### Metal 1, run 1

Scale bar: 50 um. Supply wires on this layer in grey.
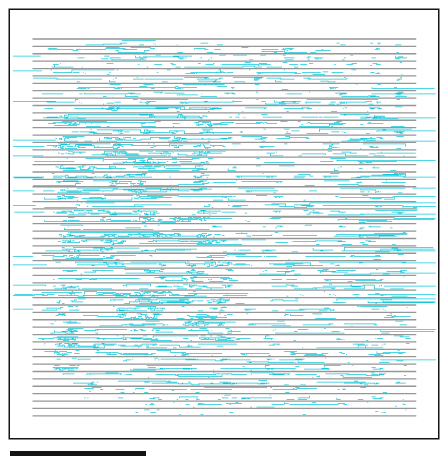
### Met2 routing, run 1

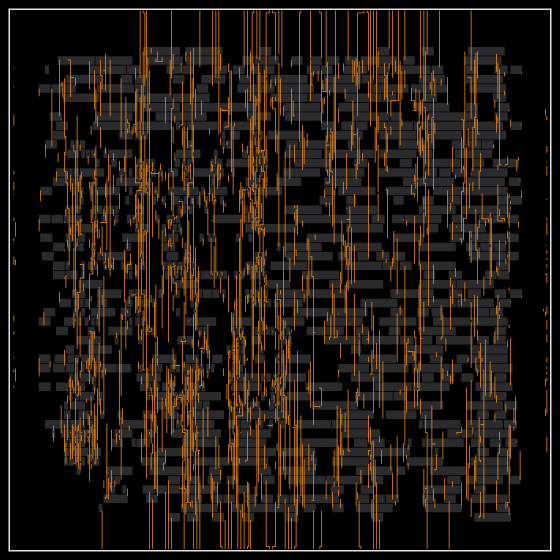
### M3 wires, run 1

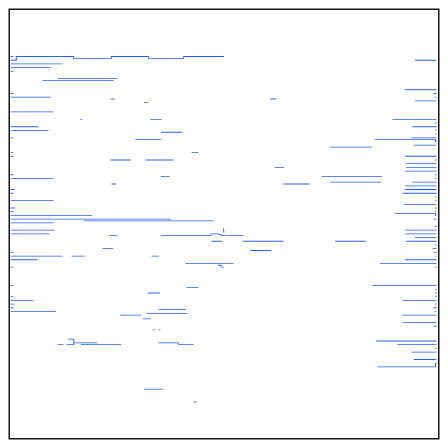
### config.mk
export PLATFORM = sky130hd
export DESIGN_NAME = instruction_fetch
export DESIGN_NICKNAME = d
export VERILOG_FILES = /design/src/rtl/instruction_fetch_pkg.sv /design/src/rtl/fetch_buffer.sv /design/src/rtl/instruction_fetch.sv
export SDC_FILE = /design/constraint.sdc
export NUM_CORES = 1
export LEC_CHECK = 0
export ABC_AREA = 1
export CAP_MARGIN = 10
export CELL_PAD_IN_SITES_DETAIL_PLACEMENT = 0
export CELL_PAD_IN_SITES_GLOBAL_PLACEMENT = 1
export CORE_MARGIN = 8
export CORE_UTILIZATION = 41
export DETAILED_ROUTE_END_ITERATION = 10
export PLACE_DENSITY_LB_ADDON = 0.1
export SYNTH_ARGS = -nofsm -noshare
export SYNTH_HDL_FRONTEND = slang
export SYNTH_HIERARCHICAL = 1
export SYNTH_SLANG_ARGS = --single-unit
### constraint.sdc
create_clock -name clk -period 6.1 [get_ports clk]
set_clock_uncertainty 0.05 [all_clocks]
set_input_delay 1.22 -clock clk [delete_from_list [all_inputs] [get_ports clk]]
set_output_delay 1.22 -clock clk [all_outputs]
set_load 0.05 [all_outputs]
### src/rtl/instruction_fetch_pkg.sv
`default_nettype none
// +--------------------------------------------------------------------------+
// | instruction_fetch_pkg : constants and types shared by the fetch stage    |
// | Revision 1.0                                                             |
// +--------------------------------------------------------------------------+
package instruction_fetch_pkg;

  localparam int unsigned c_INSTR_BYTES = 4;
  localparam logic [31:0] c_NOP         = 32'h0000_0013;

  typedef enum logic [0:0] {
    ST_RUN    = 1'b0,
    ST_HALTED = 1'b1
  } fetch_state_e;

endpackage
`default_nettype wire

### src/rtl/fetch_buffer.sv
`default_nettype none
// +--------------------------------------------------------------------------+
// | fetch_buffer : circular FIFO with synchronous flush and occupancy count  |
// | Revision 1.0                                                             |
// +--------------------------------------------------------------------------+
module fetch_buffer #(
  parameter  int DEPTH   = 2,
  parameter  int DATA_W  = 64,
  localparam int c_CNT_W = $clog2(DEPTH + 1)
) (
  input  logic               clk,
  input  logic               rst,
  input  logic               i_push,
  input  logic [DATA_W-1:0]  i_data,
  input  logic               i_pop,
  input  logic               i_flush,
  output logic [DATA_W-1:0]  o_data,
  output logic               o_full,
  output logic               o_empty,
  output logic [c_CNT_W-1:0] o_count
);

  localparam int                 c_PTR_W = (DEPTH > 1) ? $clog2(DEPTH) : 1;
  localparam logic [c_PTR_W-1:0] c_LAST  = c_PTR_W'(DEPTH - 1);

  logic [DATA_W-1:0]  r_mem [DEPTH];
  logic [c_PTR_W-1:0] r_rd;
  logic [c_PTR_W-1:0] r_wr;
  logic [c_CNT_W-1:0] r_count;
  logic               w_do_push;
  logic               w_do_pop;

  assign o_empty   = (r_count == '0);
  assign o_full    = (r_count == c_CNT_W'(DEPTH));
  assign o_count   = r_count;
  assign o_data    = r_mem[r_rd];
  assign w_do_pop  = i_pop & ~o_empty;
  assign w_do_push = i_push & (~o_full | w_do_pop);

  always_ff @(posedge clk) begin
    if (rst || i_flush) begin
      r_rd    <= '0;
      r_wr    <= '0;
      r_count <= '0;
    end else begin
      if (w_do_push) r_wr <= (r_wr == c_LAST) ? '0 : r_wr + c_PTR_W'(1);
      if (w_do_pop)  r_rd <= (r_rd == c_LAST) ? '0 : r_rd + c_PTR_W'(1);
      case ({w_do_push, w_do_pop})
        2'b10:   r_count <= r_count + c_CNT_W'(1);
        2'b01:   r_count <= r_count - c_CNT_W'(1);
        default: r_count <= r_count;
      endcase
    end
  end

  always_ff @(posedge clk) begin
    if (w_do_push) r_mem[r_wr] <= i_data;
  end

endmodule
`default_nettype wire

### src/rtl/instruction_fetch.sv
`default_nettype none
// +--------------------------------------------------------------------------+
// | instruction_fetch : single-outstanding fetch unit with buffered output   |
// | Revision 1.0                                                             |
// +--------------------------------------------------------------------------+
module instruction_fetch
  import instruction_fetch_pkg::*;
#(
  parameter int               Width   = 32,
  parameter logic [Width-1:0] ResetPc = '0,
  parameter int               Depth   = 2
) (
  input  logic             clk,
  input  logic             rst,
  output logic [Width-1:0] imem_addr,
  output logic             imem_valid,
  input  logic [Width-1:0] imem_data,
  input  logic             redirect_valid,
  input  logic [Width-1:0] redirect_pc,
  input  logic             halt,
  output logic             if_valid,
  input  logic             if_ready,
  output logic [Width-1:0] if_pc,
  output logic [Width-1:0] if_instr
);

  localparam int               c_ENTRY_W = 2 * Width;
  localparam int               c_CNT_W   = $clog2(Depth + 1);
  localparam logic [Width-1:0] c_ALIGN   = ~Width'(c_INSTR_BYTES - 1);
  localparam logic [Width-1:0] c_STEP    = Width'(c_INSTR_BYTES);

  logic [Width-1:0]     r_pc;
  logic [Width-1:0]     r_req_pc;
  logic                 r_inflight;
  fetch_state_e         r_state;

  logic                 w_pop;
  logic                 w_push;
  logic                 w_issue;
  logic                 w_full;
  logic                 w_empty;
  logic [c_CNT_W-1:0]   w_count;
  logic [c_CNT_W:0]     w_occ;
  logic [c_CNT_W:0]     w_lim;
  logic [c_ENTRY_W-1:0] w_head;

  assign w_pop  = if_valid & if_ready;
  // Buffered plus in-flight entries must fit once this cycle's pop is taken.
  assign w_occ  = (c_CNT_W + 1)'(w_count) + (c_CNT_W + 1)'(r_inflight);
  assign w_lim  = (c_CNT_W + 1)'(Depth) + (c_CNT_W + 1)'(w_pop);
  assign w_issue = ~rst & ~halt & ~redirect_valid & (w_occ < w_lim)
                 & ~(w_full & ~w_pop);
  // A response returning in a redirect cycle belongs to the old path.
  assign w_push = r_inflight & ~redirect_valid & ~rst;

  assign imem_valid = w_issue;
  assign imem_addr  = r_pc;
  assign if_valid   = ~w_empty;
  assign {if_pc, if_instr} = w_head;

  always_ff @(posedge clk) begin
    if (rst) begin
      r_pc       <= ResetPc & c_ALIGN;
      r_inflight <= 1'b0;
      r_state    <= ST_RUN;
    end else begin
      r_inflight <= w_issue;
      if (redirect_valid) r_pc <= redirect_pc & c_ALIGN;
      else if (w_issue)   r_pc <= r_pc + c_STEP;
      if (w_issue)        r_req_pc <= r_pc;
      case (r_state)
        ST_RUN:    if (halt)  r_state <= ST_HALTED;
        ST_HALTED: if (!halt) r_state <= ST_RUN;
        default:              r_state <= ST_RUN;
      endcase
    end
  end

  fetch_buffer #(
    .DEPTH  (Depth),
    .DATA_W (c_ENTRY_W)
  ) u_fetch_buffer (
    .clk     (clk),
    .rst     (rst),
    .i_push  (w_push),
    .i_data  ({r_req_pc, imem_data}),
    .i_pop   (w_pop),
    .i_flush (redirect_valid),
    .o_data  (w_head),
    .o_full  (w_full),
    .o_empty (w_empty),
    .o_count (w_count)
  );

endmodule
`default_nettype wire

==> results.toml, run 1 <==
# flow metrics
[place]
port_buffers = 162
dp_hpwl_um = 13310
dpl-instance-area_um2 = 10080

[min_path]
hold_end = "u_fetch_buffer/r_mem[0][63]"
hold_start = "r_req_pc[31]"
min_path_type = "reg -> reg"
hold_depth = 0

[yosys]
async_flop_share = 0
topCombFamilyByArea = "simple AND/OR/NAND/NOR gates"
top_area_cell = "edfxtp_1"
yosys.cell_types.count = 36
xor_area_frac = 0.005331
edf_count = 158
synth_cells = 681
syn-cell-area_um2 = 8214
ys_sh_mux = 0.08774
ys_seq_frac = 0.6653
ys_warn_count = 6
synth.most_common_cell = "edfxtp_1"
syn-mean-instance-area_um2 = 12.06
synth-seq-cells = 194
ys_cells = 681
top_cells_by_count = "edfxtp_1 (158), nand2_1 (147), mux2_2 (64), nor2_1 (60), inv_1 (57)"
yosys_area_um2 = 8214
ys_sh_adder = 0.004570

[run]
log.warning_count = 28
cap_violations = 0

[floorplan]
die_area_um2 = 24820
die_h_um = 157.5
coreArea_um2 = 19590
floorplan.core_util = 0.4193
die-width_um = 157.5
ioPinCount = 167

[pwr]
pwr-share-clk = 0.389
p_leak_nw = 3.701
pwr-share-seq = 0.533
ir_drop_v = 0.0001914
pwr-share-comb = 0.078
p_int_w = 0.002116
powerDensity_nw_per_um2 = 261.0
p_total_w = 0.002781
netSwitchingFraction = 0.2391

[setup_path]
path_class = "in -> out"
critical-path-slowest-cell = "clkdlybuf4s50_1"
critPathCapture = "imem_valid"
worstPathMaxFanout = 27
crit_required_ns = 4.83
rrSetupSlack_ns = 3.47
rr_worst_depth = 9
crit_path_cell_trace = "clkdlybuf4s50_1 -> buf_4 -> inv_4 -> nand2_4 -> nor2_8 -> nand2_4 -> nor2_8 -> clkdlybuf4s50_1"
end_kind = "output pin"
worst-path-buf-inv = 4
worstPathArrival_ns = 3.55
cp_top_family = "buffers and inverters"
path_depth = 8
crit-reg2reg-launch = "u_fetch_buffer/o_count[1]"
regToRegEndpoint = "u_fetch_buffer/r_mem[0][52]"
critPathLaunch = "rst"
max_stage_delay_ns = 0.89
worstSetupStartpointType = "input pin"

[timing]
max_freq_mhz = 207.5
min_period_ns = 4.819
finalMaxSlewViolations = 0
setup_tns_ns = 0
worst_pin_slew_ns = 0.9558
period_used_share = 0.7900
setup_violations = 0
rsz0062_at_grt = "no"
timing.final.hold_violations = 0

[clock_network]
cts_buffer_depth = 2
cts_root_buf = "clkbuf_16"
cts_max_level = 4
path_clk_slew_ns = 0.07
clock-sinks = 194
insertion_delay_ns = 0.42
cts_made_buffers = 17
cts_resized = 0

[layout]
largest_register_ffs = 128
top_register = "u_fetch_buffer/r_mem"
fin_area_um2 = 10660
drive_gt1_frac = 0.1563
nets = 924
n_antenna_cell = 0

[route]
drcViolationCount = 0
ant_nets = 0
drt_pre_antenna_iters = 5
drtIter0Drc = 285
avgRoutedWirePerCell_um = 16.94
viasPerCell = 4.846

[global_route]
grt_pass1_vias = 5685
overflow = 0
grt_start_max_net_pins = 65
grt.total_usage = 0.1592
grt_pass1_wl_um = 29990

[status]
status = "complete, no violations"
About 'Metal 1':
longest straight run: 46.2 um
wire length on this layer: 8,320 um
nets with wire on the layer: 843
share of all routed wire: 44%

About 'Met2 routing':
wire length on this layer: 9,200 um
share of all routed wire: 48%
longest straight run: 71.9 um
main direction: vertical
nets with wire on the layer: 766
Vias: 5,471
DRT Wirelength: 19,120 um
met2 usage in global routing: 0.2726

About 'M3 wires':
wire length on this layer: 1,230 um
longest straight run: 58.6 um
M3 GR Usage: 0.04168

==> run 1: power by group through the flow <==
stage / clock network, W / registers [W] / logic, W
6_report: 0.00108 / 0.00148 / 0.000216
5_1_grt: 0.00116 / 0.00149 / 0.000233
4_1_cts: 0.00112 / 0.00148 / 0.000219
3_5_place_dp: 0 / 0.00151 / 0.000217
3_3_place_gp: 0 / 0.00151 / 0.000215
2_1_floorplan: 0 / 0.00154 / 0.0000828
==> run 1: layout by cell type (no fill, tap or decap), types with 10 or more instances in the layout <==
| cell type | netlist | layout |
|---|---|---|
| clkdlybuf4s50_1 | 0 | 162 |
| inv_1 | 57 | 57 |
| mux2_2 | 64 | 64 |
| o21ai_0 | 10 | 10 |
| dfxtp_1 | 36 | 35 |
| clkbuf_16 | 0 | 17 |
| edfxtp_1 | 158 | 158 |
| a21oi_1 | 22 | 22 |
| nand2_1 | 147 | 147 |
| nor2_1 | 60 | 58 |
| nand3_1 | 52 | 52 |
==> run 1: stage by stage <==
stage | hold slack (ns) | worst slack, ns | instances | utilization
floorplan | 0.3715 | 0.7721 | 686 | -
global placement | 0.3727 | 1.268 | 1098 | 0.5147
detailed placement | 0.3804 | 1.277 | 1098 | 0.5147
CTS | 0.3968 | 1.258 | 1129 | 0.5440
global route | 0.4030 | 1.156 | 1129 | 0.5440
finish | 0.3964 | 1.281 | 1129 | 0.5440
==> run 1: cell type report <==
class                           instances  area (um^2)
Inverter                               62        237.7
Clock buffer                           17        425.4
Timing Repair Buffer                  168         1679
Fill cell                            1715         8934
Clock inverter                         14        148.9
Tap cell                              265        331.6
Sequential cell                       194         5466
Multi-Input combinational cell        409         2367
==> run 1: routing by layer <==
metal  routed length, um  track usage
met3                1232      0.04168
met4                 371      0.06709
met5                   0            0
met1                8323       0.1861
met2                9195       0.2726
### Track usage over the die, run 1

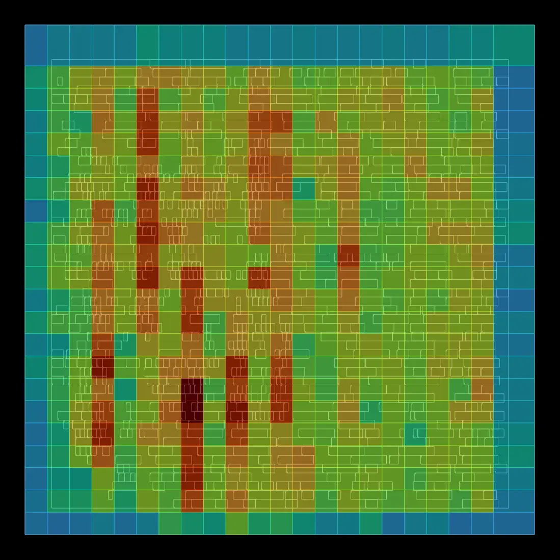

## Run 2: what changed since run 1
Clock period 6.1 ns to 4.52 ns, I/O delays scaled along.
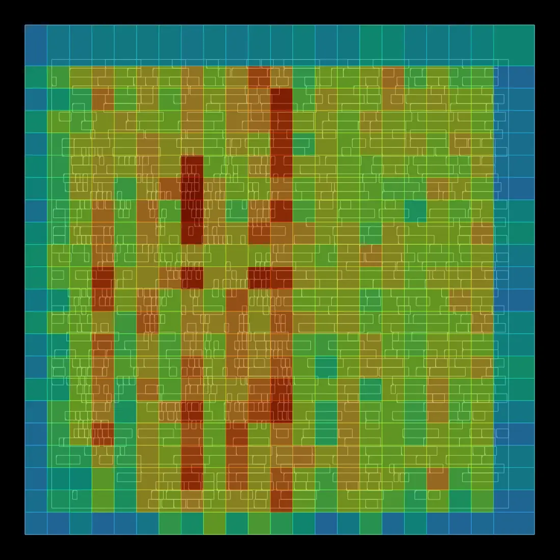
*Track usage over the die, run 2*
Top Usage Layer GRT: met2
M3 GR Usage: 0.04469
Total Routing Usage GR: 0.1623
Finished Core Util: 0.5465

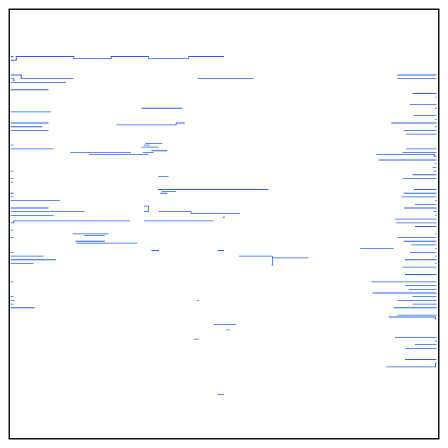
*M3 wires, run 2*
main direction: horizontal
nets with wire on the layer: 113
DRT Wirelength: 19,640 um
Vias: 5,493

==> results.toml, run 2 <==
# flow metrics
[setup_path]
path_class = "reg -> out"
crit_path_cell_trace = "buf_4 -> mux2_2 -> clkdlybuf4s50_1"
regToRegEndpoint = "imem_addr[16]"
worstPathMaxFanout = 34
worst-path-buf-inv = 2
rr_worst_depth = 12
crit_required_ns = 3.57
rrSetupSlack_ns = 2.05
max_stage_delay_ns = 0.74

[route]
drcViolationCount = 0
ant_nets = 0
drtIter0Drc = 347

[layout]
fin_cells = 1133
fin_area_um2 = 10710
drive_gt1_frac = 0.1601
n_antenna_cell = 0
top_register = "u_fetch_buffer/r_mem"
layout_top_cell = "clkdlybuf4s50_1"
nets = 927
largest_register_ffs = 128
final_layout_top_logic_cells = "clkdlybuf4s50_1 (161), edfxtp_1 (158), nand2_1 (147)"

[yosys]
ys_seq_frac = 0.6653
synth.most_common_cell = "edfxtp_1"
top_cells_by_count = "edfxtp_1 (158), nand2_1 (147), mux2_2 (64), nor2_1 (60), inv_1 (57)"
synth_cells = 681
ys_sh_adder = 0.004570
yosys.cell_types.count = 36
ys_cells = 681
xor_area_frac = 0.005331
top_area_cell = "edfxtp_1"
ys_warn_count = 6
syn-mean-instance-area_um2 = 12.06
topCombFamilyByArea = "simple AND/OR/NAND/NOR gates"
synth-seq-cells = 194
yosys_area_um2 = 8214
edf_count = 158
async_flop_share = 0

[timing]
rsz0062_at_grt = "no"
holdWs_ns = 0.3955
setup_violations = 0
fin_ws_ns = 1.209
min_period_ns = 3.311
max_freq_mhz = 302.0
setup_tns_ns = 0
period_used_share = 0.7326
worst_pin_slew_ns = 0.5742
timing.final.hold_violations = 0

[clock_network]
clock-sinks = 194
cts_max_level = 4
cts_made_buffers = 17
cts_buffer_depth = 2
path_clk_slew_ns = 0.07

[floorplan]
coreArea_um2 = 19590
die-width_um = 157.5
floorplan.core_util = 0.4193

[place]
dpl-instance-area_um2 = 10130
pre_cts_ws_ns = 1.196
port_buffers = 162
dp_hpwl_um = 13410

[pwr]
p_leak_nw = 3.726
p_int_w = 0.002857
pwr-share-clk = 0.389
ir_drop_v = 0.0002358
pwr-share-seq = 0.532
powerDensity_nw_per_um2 = 351.1
p_total_w = 0.003759
netSwitchingFraction = 0.2399

[min_path]
min_path_type = "reg -> reg"
hold_depth = 0
hold_end = "u_fetch_buffer/r_mem[0][63]"

[run]
cap_violations = 0
log.warning_count = 28

[global_route]
grt_start_max_net_pins = 65
grt_pass1_wl_um = 30640
overflow = 0

[status]
status = "complete, no violations"
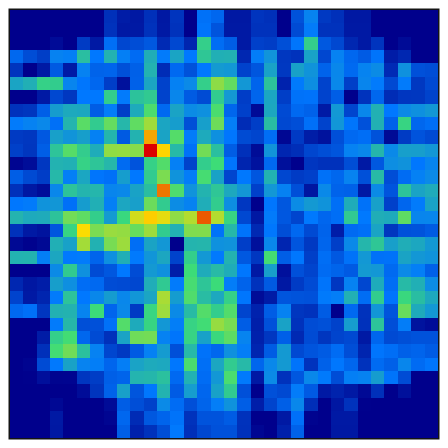
*Wiring heat map, run 2*
The die is cut into 32 by 32 equal tiles; dark blue is low, red is high, scaled to the fullest tile. Values are wire area over tile area, all layers added.
fullest tile: 0.55
tiles over half the peak: 6.6%
emptiest ninth of the die: lower right
detailed-route wire length per cell: 17.33 um

run 2: cell type report:
| class | instances | area (um^2) |
|---|---|---|
| clock buffers | 17 | 425.4 |
| well taps | 265 | 331.6 |
| fillers | 1729 | 8885 |
| repair buffers | 171 | 1724 |
| multi-input cells | 409 | 2367 |
| clock inverters | 15 | 152.6 |
| inverters | 62 | 237.7 |
| flip-flops and latches | 194 | 5466 |
run 2: worst max path at each step:
stage                   start                          to  cells past startpoint
6_report            flip-flop                   if_pc[14]                      3
5_1_grt             flip-flop                   if_pc[14]                      3
4_1_cts             flip-flop                   if_pc[14]                      3
3_5_place_dp              rst               imem_addr[16]                     12
3_3_place_gp              rst               imem_addr[16]                     12
2_1_floorplan  redirect_valid  u_fetch_buffer/r_mem[1][0]                      7
run 2: cells by family (layout without fill, tap and decap cells):
| kind of cell | count (synthesis) | count (layout) |
|---|---|---|
| XOR/XNOR | 5 | 5 |
| AND/OR/NAND/NOR | 287 | 287 |
| other | 1 | 6 |
| multiplexers | 64 | 64 |
| adder cells (fa/ha/maj) | 3 | 3 |
| buffers and inverters | 83 | 265 |
| flip-flops | 194 | 194 |
| AND-OR/OR-AND | 44 | 44 |
run 2: power groups by stage:
stage	Combinational [W]	Sequential, W	Clock [W]
2_1_floorplan	0.000112	0.00208	0
3_3_place_gp	0.000293	0.00204	0
3_5_place_dp	0.000297	0.00204	0
4_1_cts	0.000299	0.00200	0.00149
5_1_grt	0.000317	0.00201	0.00157
6_report	0.000295	0.00200	0.00146
run 2: layer usage:
layer / share of wire / global-route usage / up-vias
li1: - / - / 2675
met1: 0.43 / 0.1969 / 2653
met2: 0.49 / 0.2800 / 154
met3: 0.066 / 0.04469 / 11
met4: 0.010 / 0.04125 / 0
met5: 0 / 0 / -
Power figures rest on the tool's default switching activity, not on a simulated workload.
